### Clock network drawn from the DEF

Bar = 20 µm.
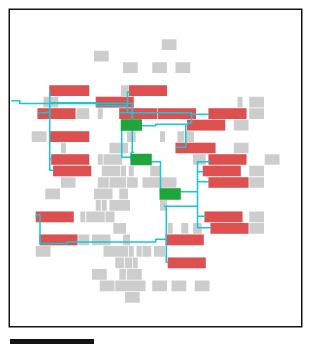
### A small window of the routed layout

Window x 14 to 54, y 2 to 42 µm. Cells in gray, sequential cells in the stronger gray; small squares are vias.
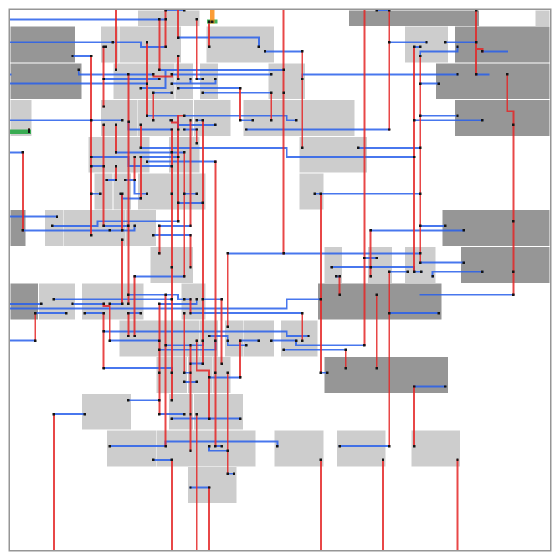
### Signal wires by layer

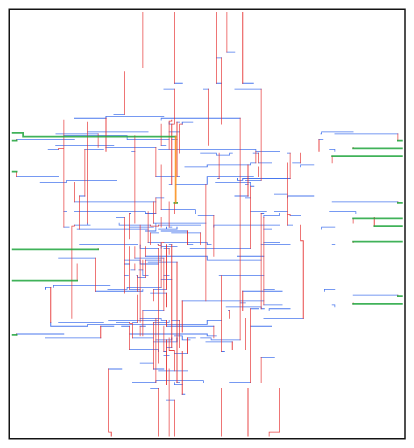
### Cell placement

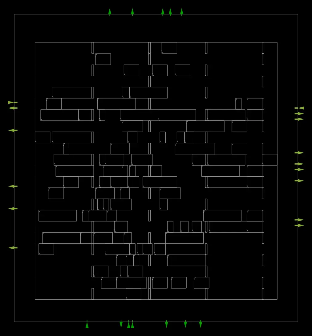
### Met3 routing

Bar = 20 µm.
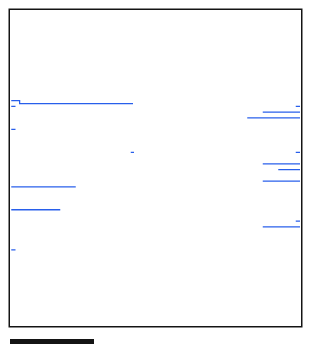
<file path="src/rtl/nmos_clockgen_mp.sv">
// Multi-phase NMOS chip clock generator: a 2*PHASES-state Johnson-style phase
// counter stepped by master ticks, with halt-at-phase stretch and sync realign.
module nmos_clockgen_mp #(
    parameter int PHASES     = 4,
    parameter int STOP_PHASE = 0,
    parameter int SYNC_PHASE = 0
) (
    input  logic                          CLK,
    input  logic                          RESET,
    input  logic                          C28M,
    input  logic                          HALT,
    input  logic                          SYNC,
    output logic [PHASES-1:0]             PH,
    output logic [PHASES-1:0]             PH_N,
    output logic [PHASES-1:0]             PH_R,
    output logic [PHASES-1:0]             PH_F,
    output logic [PHASES/2-1:0]           DBL,
    output logic [$clog2(2*PHASES)-1:0]   PHASE_IDX,
    output logic                          STALLED
);
    localparam int NST = 2 * PHASES;
    localparam int IW  = $clog2(NST);
    localparam logic [IW-1:0] STOP_IDX = IW'(STOP_PHASE);
    localparam logic [IW-1:0] SYNC_IDX = IW'(SYNC_PHASE);
    localparam logic [IW-1:0] LAST_IDX = IW'(NST - 1);

    logic [IW-1:0]        idx_q, idx_d;
    logic                 stalled_q, stalled_d;
    logic [PHASES-1:0]    ph_q, ph_d;
    logic [PHASES-1:0]    ph_n_q, ph_n_d;
    logic [PHASES-1:0]    ph_r_q, ph_r_d;
    logic [PHASES-1:0]    ph_f_q, ph_f_d;
    logic [PHASES/2-1:0]  dbl_q, dbl_d;
    logic                 adv;

    // Phase k is high for state indices in (k, k+PHASES].
    function automatic logic [PHASES-1:0] jdec(input logic [IW-1:0] i);
        logic [PHASES-1:0] j;
        int ii;
        ii = int'(i);
        for (int k = 0; k < PHASES; k++)
            j[k] = (k < ii) && (ii <= k + PHASES);
        return j;
    endfunction

    always_comb begin
        idx_d     = idx_q;
        stalled_d = stalled_q;
        adv       = 1'b0;
        if (SYNC) begin
            idx_d     = SYNC_IDX;
            stalled_d = 1'b0;
        end else if (C28M) begin
            if (HALT && idx_q == STOP_IDX) begin
                stalled_d = 1'b1;
            end else begin
                idx_d     = (idx_q == LAST_IDX) ? '0 : idx_q + IW'(1);
                stalled_d = 1'b0;
                adv       = 1'b1;
            end
        end
        ph_d   = jdec(idx_d);
        ph_n_d = ~ph_d;
        // ph_q always holds the decode of idx_q, so it doubles as the old level.
        ph_r_d = adv ? (ph_d & ~ph_q) : '0;
        ph_f_d = adv ? (ph_q & ~ph_d) : '0;
        dbl_d  = '0;
        for (int k = 0; k < PHASES / 2; k++)
            dbl_d[k] = ph_d[k] ^ ph_d[k + PHASES / 2];
    end

    always_ff @(posedge CLK or posedge RESET) begin
        if (RESET) begin
            idx_q     <= '0;
            stalled_q <= 1'b0;
            ph_q      <= '0;
            ph_n_q    <= '1;
            ph_r_q    <= '0;
            ph_f_q    <= '0;
            dbl_q     <= '0;
        end else begin
            idx_q     <= idx_d;
            stalled_q <= stalled_d;
            ph_q      <= ph_d;
            ph_n_q    <= ph_n_d;
            ph_r_q    <= ph_r_d;
            ph_f_q    <= ph_f_d;
            dbl_q     <= dbl_d;
        end
    end

    assign PH        = ph_q;
    assign PH_N      = ph_n_q;
    assign PH_R      = ph_r_q;
    assign PH_F      = ph_f_q;
    assign DBL       = dbl_q;
    assign PHASE_IDX = idx_q;
    assign STALLED   = stalled_q;
endmodule

</file>
<file path="config.mk">
export PLATFORM = sky130hd
export DESIGN_NAME = nmos_clockgen_mp
export DESIGN_NICKNAME = d
export VERILOG_FILES = /design/src/rtl/nmos_clockgen_mp.sv
export SDC_FILE = /design/constraint.sdc
export NUM_CORES = 1
export LEC_CHECK = 0
export CAP_MARGIN = 20
export CORE_ASPECT_RATIO = 1.1
export CORE_MARGIN = 5
export CORE_UTILIZATION = 23
export DETAILED_ROUTE_END_ITERATION = 10
export PLACE_DENSITY = 0.42
export SYNTH_ARGS = -nofsm -noshare
export SYNTH_HDL_FRONTEND = slang
export SYNTH_SLANG_ARGS = --single-unit
</file>
<file path="constraint.sdc">
create_clock -name CLK -period 3.2 [get_ports CLK]
set_input_delay 0.32 -clock CLK [delete_from_list [all_inputs] [get_ports CLK]]
set_output_delay 0.32 -clock CLK [all_outputs]
set_load 0.01 [all_outputs]
</file>
==> run summary <==
Figures from the implementation reports.

- Tap insertion was completed with 50 tapcells.
- Routed signal wires occupy layers up through met4.
- The critical path runs through a total of 10 cells.
- The maximum clock rate is 0.436 GHz.
- The largest net degree at the start of global routing reads 22.
- The portion of the post-synthesis area used by sequential elements reads 0.603.
- The total die size is 0.00516 mm².
- The non-clock buffer area fraction after layout is 0.214.
- The overall global routing resource usage reads 0.0767.
- The most used flip-flop cell after synthesis reads sky130_fd_sc_hd__dfrtp_1.
- The number of search-and-repair iterations in the first detailed-routing pass is 2.
- The residual DRC count is 0.
- The worst reg2reg path startpoint reads PHASE_IDX[0].
- The xor and xnor area share after synthesis reads 0.0199.
- The final number of setup-violating endpoints is 0.
- The flow measured a signed area growth from synthesis to layout of 42.0%.
- The number of signal-net inverters in the final layout reads 9.
- The switching part of the total power reads 0.262.
- The worst-margin pin slew is 0.735 ns.
- Setup repair after global routing left no endpoint under its margin.
- The launch point of the critical path was reported as PHASE_IDX[0].
- The net count of the finished layout is 109.
- The number of sinks handled by clock tree synthesis is 21.
- Endpoints failing hold in the final report were tallied at 0.
- The clock latency on the worst-skew pair is 0.25 ns.
- The count of maximum capacitance violations is 0.
- The flow ran to the end, and the final reports show no timing, DRC or antenna violations.
- Summed over all nets, wire length on met3 after detailed routing comes to 110 µm.
- The total negative setup slack is 0 ns.
- The count of pins on the block boundary reads 27.
- Per the CTS log, the buffer count on the longest clock path is 2.
- Note, the detailed placer reported a final HPWL of 1.35 mm.
- The share of total power dissipated in combinational logic is 0.241.
- The slack of the worst reg-to-reg path is 0.91 ns.
- The top cell type in the final layout, fill and taps aside, is sky130_fd_sc_hd__clkdlybuf4s50_1.
- The top logic cell family in the synthesized netlist is simple AND/OR/NAND/NOR gates.
- The power density over cell area reads 507 mW/mm².
- The remaining global-route overflow is 0.
- The critical path class is flop to flop.
- The final period utilization is 0.717.
- The number of nets at floorplan is 78.
- Multi-input logic gates represent a cell area share of 0.246.
- The worst register-to-register path depth is 10.
- The instance area after placement is 0.00120 mm².
- Looking at the clock tree report, the root buffer type is sky130_fd_sc_hd__clkbuf_8.
- After layout, the buffer instance count without clock buffers stands at 27.
- The fraction of power consumed by sequential logic is 0.492.
- Per the detail_route report, the via count comes to 561.
- The total length of routed wires is 1.73 mm.
- The fraction of final cell area spent on clock buffers and inverters in this run is 0.0371.
- The largest fanout on the critical path reads 5.
- The stat command in Yosys gives a chip area of 880 µm².
- With fillers left out, the area of the finished cells amounts to 0.00125 mm².
- The initial core utilization reads 0.239.
- The time the worst path needs with I/O delays and setup is 2.29 ns.
- The mean routed wirelength per cell reads 11.8 µm.
- The max-slew violation count reads 0.
- The number of logic gates is 36.
Back to the opening pictures, 'Clock network drawn from the DEF':
- cyan: clock wires (length 252 µm)
- red: flip-flops (count 21)
- green: clock drivers (count 3)
- routed clock nets: 4

Back to the opening pictures, 'A small window of the routed layout':
- blue: metal 1
- green: metal 3
- orange: metal 4
- red: metal 2
- most frequent: dfrtp_1 (8), clkdlybuf4s50_1 (7)
- netlist names of flops here include: `PHASE_IDX` (2), `PH_F` (2), `PH_R` (2)
- cells with their middle in the window: 55
- sequential cells in the window: 9

Back to the opening pictures, 'Signal wires by layer':
- blue: metal 1 (wire length 814 µm)
- red: metal 2 (wire length 793 µm)
- green: metal 3 (wire length 111 µm)
- orange: metal 4 (wire length 11.6 µm)

Back to the opening pictures, 'Cell placement':
final cell count without fillers: 147
Seq/total area: 0.425
# fillers: 406
final design utilization: 0.339
std cell rows: 23

Back to the opening pictures, 'Met3 routing':
- nets with wire on the layer: 15
- longest straight run: 26.7 µm

No activity file was given, so power comes from the tool's default toggle rates.
